==> config.mk <==
export PLATFORM = sky130hd
export DESIGN_NAME = led_pattern_gen
export DESIGN_NICKNAME = d
export VERILOG_FILES = /design/src/rtl/led_pkg.sv /design/src/rtl/led_pattern_gen_tick_div.sv /design/src/rtl/led_pattern_gen.sv
export SDC_FILE = /design/constraint.sdc
export NUM_CORES = 1
export LEC_CHECK = 0
export CAP_MARGIN = 20
export CORE_ASPECT_RATIO = 1.75
export CORE_MARGIN = 1.5
export CORE_UTILIZATION = 25
export CTS_CLUSTER_SIZE = 25
export DETAILED_ROUTE_END_ITERATION = 8
export SETUP_SLACK_MARGIN = 0.15
export SYNTH_ARGS = -nofsm -noshare
export SYNTH_HDL_FRONTEND = slang
export SYNTH_SLANG_ARGS = --single-unit
==> constraint.sdc <==
create_clock -name clk -period 3.8 [get_ports clk]
set_clock_uncertainty 0.1 [all_clocks]
set_input_delay 0.76 -clock clk [delete_from_list [all_inputs] [get_ports clk]]
set_output_delay 0.76 -clock clk [all_outputs]
set_load 0.02 [all_outputs]
### The metal 4 layer, run 1

Scale: 6 px per um. Supply wires on this layer in gray. Cells faint in the background.
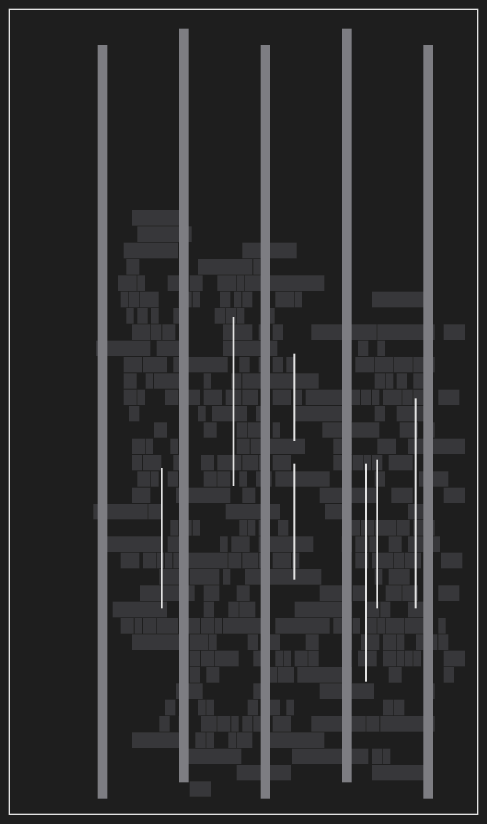
longest straight run: 36.0 um
share of all routed wire: 2.9%
sum of routed wire length over all layers: 6.27 mm
total via count after detailed routing: 2308

### Signal wires by layer, run 1

Scale: 4 px per um.
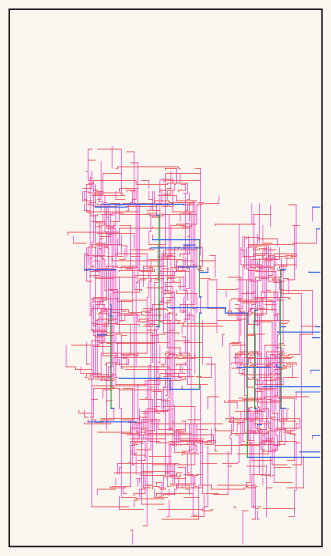
[M3] blue | wire length: 214 um
[M4] green | wire length: 180 um
[M2] magenta | wire length: 3420 um
[M1] red | wire length: 2460 um
global-route total usage across every layer: 12.6%
Routed WL per cell: 14.7 um

### Local utilization, run 1

Scale: 4 px per um. The die is cut into 8 by 13 equal tiles; white is low, dark blue is high, 0 to 100% covered.
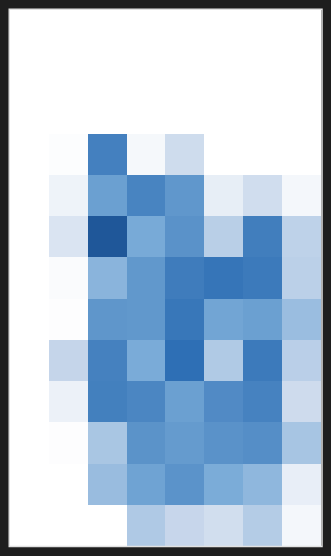
tiles over 75% full: 1.0%
fullest tile: 84%
densest ninth of the die: center
mean over tiles: 26%
nearly empty tiles: 41%
area inside the core boundary: 9470 sq um
Post-Route Utilization: 30.3%
pre-placement core utilization: 25.9%

### Clock nets, run 1

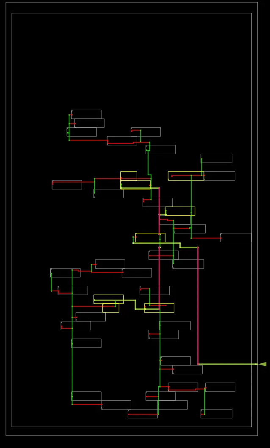
reported clock group power: 498 uW
Num CTS Buffers: 5

==> ds_physical_params.txt, run 1 <==
Implementation parameters

Parameter                              Value

Drt
  Via density per instance .................. 5.43
  Drc violations .................. 0
  Met3 Wirelength .................. 214 um

Final timing
  Clock period minus final worst setup slack .................. 2.49 ns
  Achievable frequency .................. 402 MHz
  Hold_ws .................. 0.404 ns
  Setup ws final .................. 1.31 ns
  Total setup violations reported at the end of the flow .................. 0
  Normalized max-slew margin .................. 44.8%

Final layout
  Layout-stage area growth over the synthesis result .................. 17.0%
  Area taken by multi-input logic gates .................. 1360 sq um
  Number of logic gates .................. 215
  Clock Network Area Fraction .................. 6.38%
  Final cell count without fillers .................. 425
  Non-clock buffers, area share .................. 5.41%
  Ratio of cells with drive above 1 in the final layout .................. 10.6%
  Layout Nets .................. 308
  Most frequently placed logic cells in the final layout .................. 32 x nand2_1, 28 x dfrtp_1, 27 x inv_1
  Cell class with the largest area share .................. logic gates
  Layout clock buffers .................. 7

Synthesis
  Mux share of post-synthesis cell area .................. 3.47%
  Post-synth design cell area .................. 2450 sq um
  Number of nets in the synthesized netlist .................. 302
  Yosys synthesis warning count .................. 0
  Simple-gate share of the synthesized area .................. 27.5%

Critical path
  Crit path capture type .................. flop
  Internal reg-to-reg setup slack .................. 1.31 ns
  Crit path max-delay cell type .................. nor4_1
  R2r worst-path depth .................. 6

Placed design
  Pre-CTS setup slack .................. 1.22 ns

Clock tree
  TritonCTS clock tree .................. done
  Clock H-tree levels .................. 2

Run
  Number of violations of the max-capacitance limit .................. 0

Floorplan
  Total die area .................. 10400 sq um

Power and ir drop
  Power in combinational cells .................. 114 uW
  Power share of the clock group .................. 46.7%
  Sequential cell power .................. 455 uW
  Total power after layout .................. 1070 uW
  Switching share of power .................. 25.0%

GRT
  Initial antenna violation count .................. 0
  Gr ovfl total .................. 0
  Busiest metal layer after global routing .................. met2

Outcome
  Run status .................. finished, final reports clean
==> inputs of run 2 (changes only) <==
- clock period: 3.8 -> 2.6 ns (I/O delays scaled with it)
### Clock nets, run 2

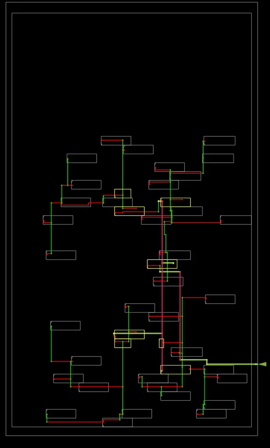
number of clock sinks seen by CTS: 36
Layout clock buffers: 8

==> ds_physical_params.txt, run 2 <==
Implementation parameters

Parameter                              Value

Outcome
  Run status .................. finished, final reports clean

Drt
  Met3 Wirelength .................. 175 um
  Via density per instance .................. 5.37
  Sum of routed wire length over all layers .................. 6.52 mm
  Drc violations .................. 0
  Routed WL per cell .................. 15.2 um
  Total via count after detailed routing .................. 2310

Power and ir drop
  Switching share of power .................. 26.9%
  Sequential cell power .................. 665 uW
  Reported clock group power .................. 636 uW
  Power share of the clock group .................. 43.2%
  Power in combinational cells .................. 171 uW
  Total power after layout .................. 1470 uW

GRT
  Busiest metal layer after global routing .................. met2
  Initial antenna violation count .................. 0
  Gr ovfl total .................. 0

Final timing
  Hold_ws .................. 0.240 ns
  Total setup violations reported at the end of the flow .................. 0
  Clock period minus final worst setup slack .................. 2.34 ns
  Achievable frequency .................. 428 MHz

Final layout
  Ratio of cells with drive above 1 in the final layout .................. 12.3%
  Layout-stage area growth over the synthesis result .................. 17.7%
  Clock Network Area Fraction .................. 5.43%
  Area taken by multi-input logic gates .................. 1370 sq um
  Layout Nets .................. 313
  Number of logic gates .................. 215
  Final cell count without fillers .................. 430
  Post-Route Utilization .................. 30.4%
  Cell class with the largest area share .................. logic gates

Critical path
  R2r worst-path depth .................. 6
  Crit path max-delay cell type .................. or4_4
  Internal reg-to-reg setup slack .................. 0.26 ns

Synthesis
  Mux share of post-synthesis cell area .................. 3.47%
  Post-synth design cell area .................. 2450 sq um
  Number of nets in the synthesized netlist .................. 302

Floorplan
  Total die area .................. 10400 sq um
  Pre-placement core utilization .................. 25.9%

Clock tree
  Num CTS Buffers .................. 5
  Clock H-tree levels .................. 2

Placed design
  Pre-CTS setup slack .................. 0.250 ns
No activity file was given, so power comes from the tool's default toggle rates.
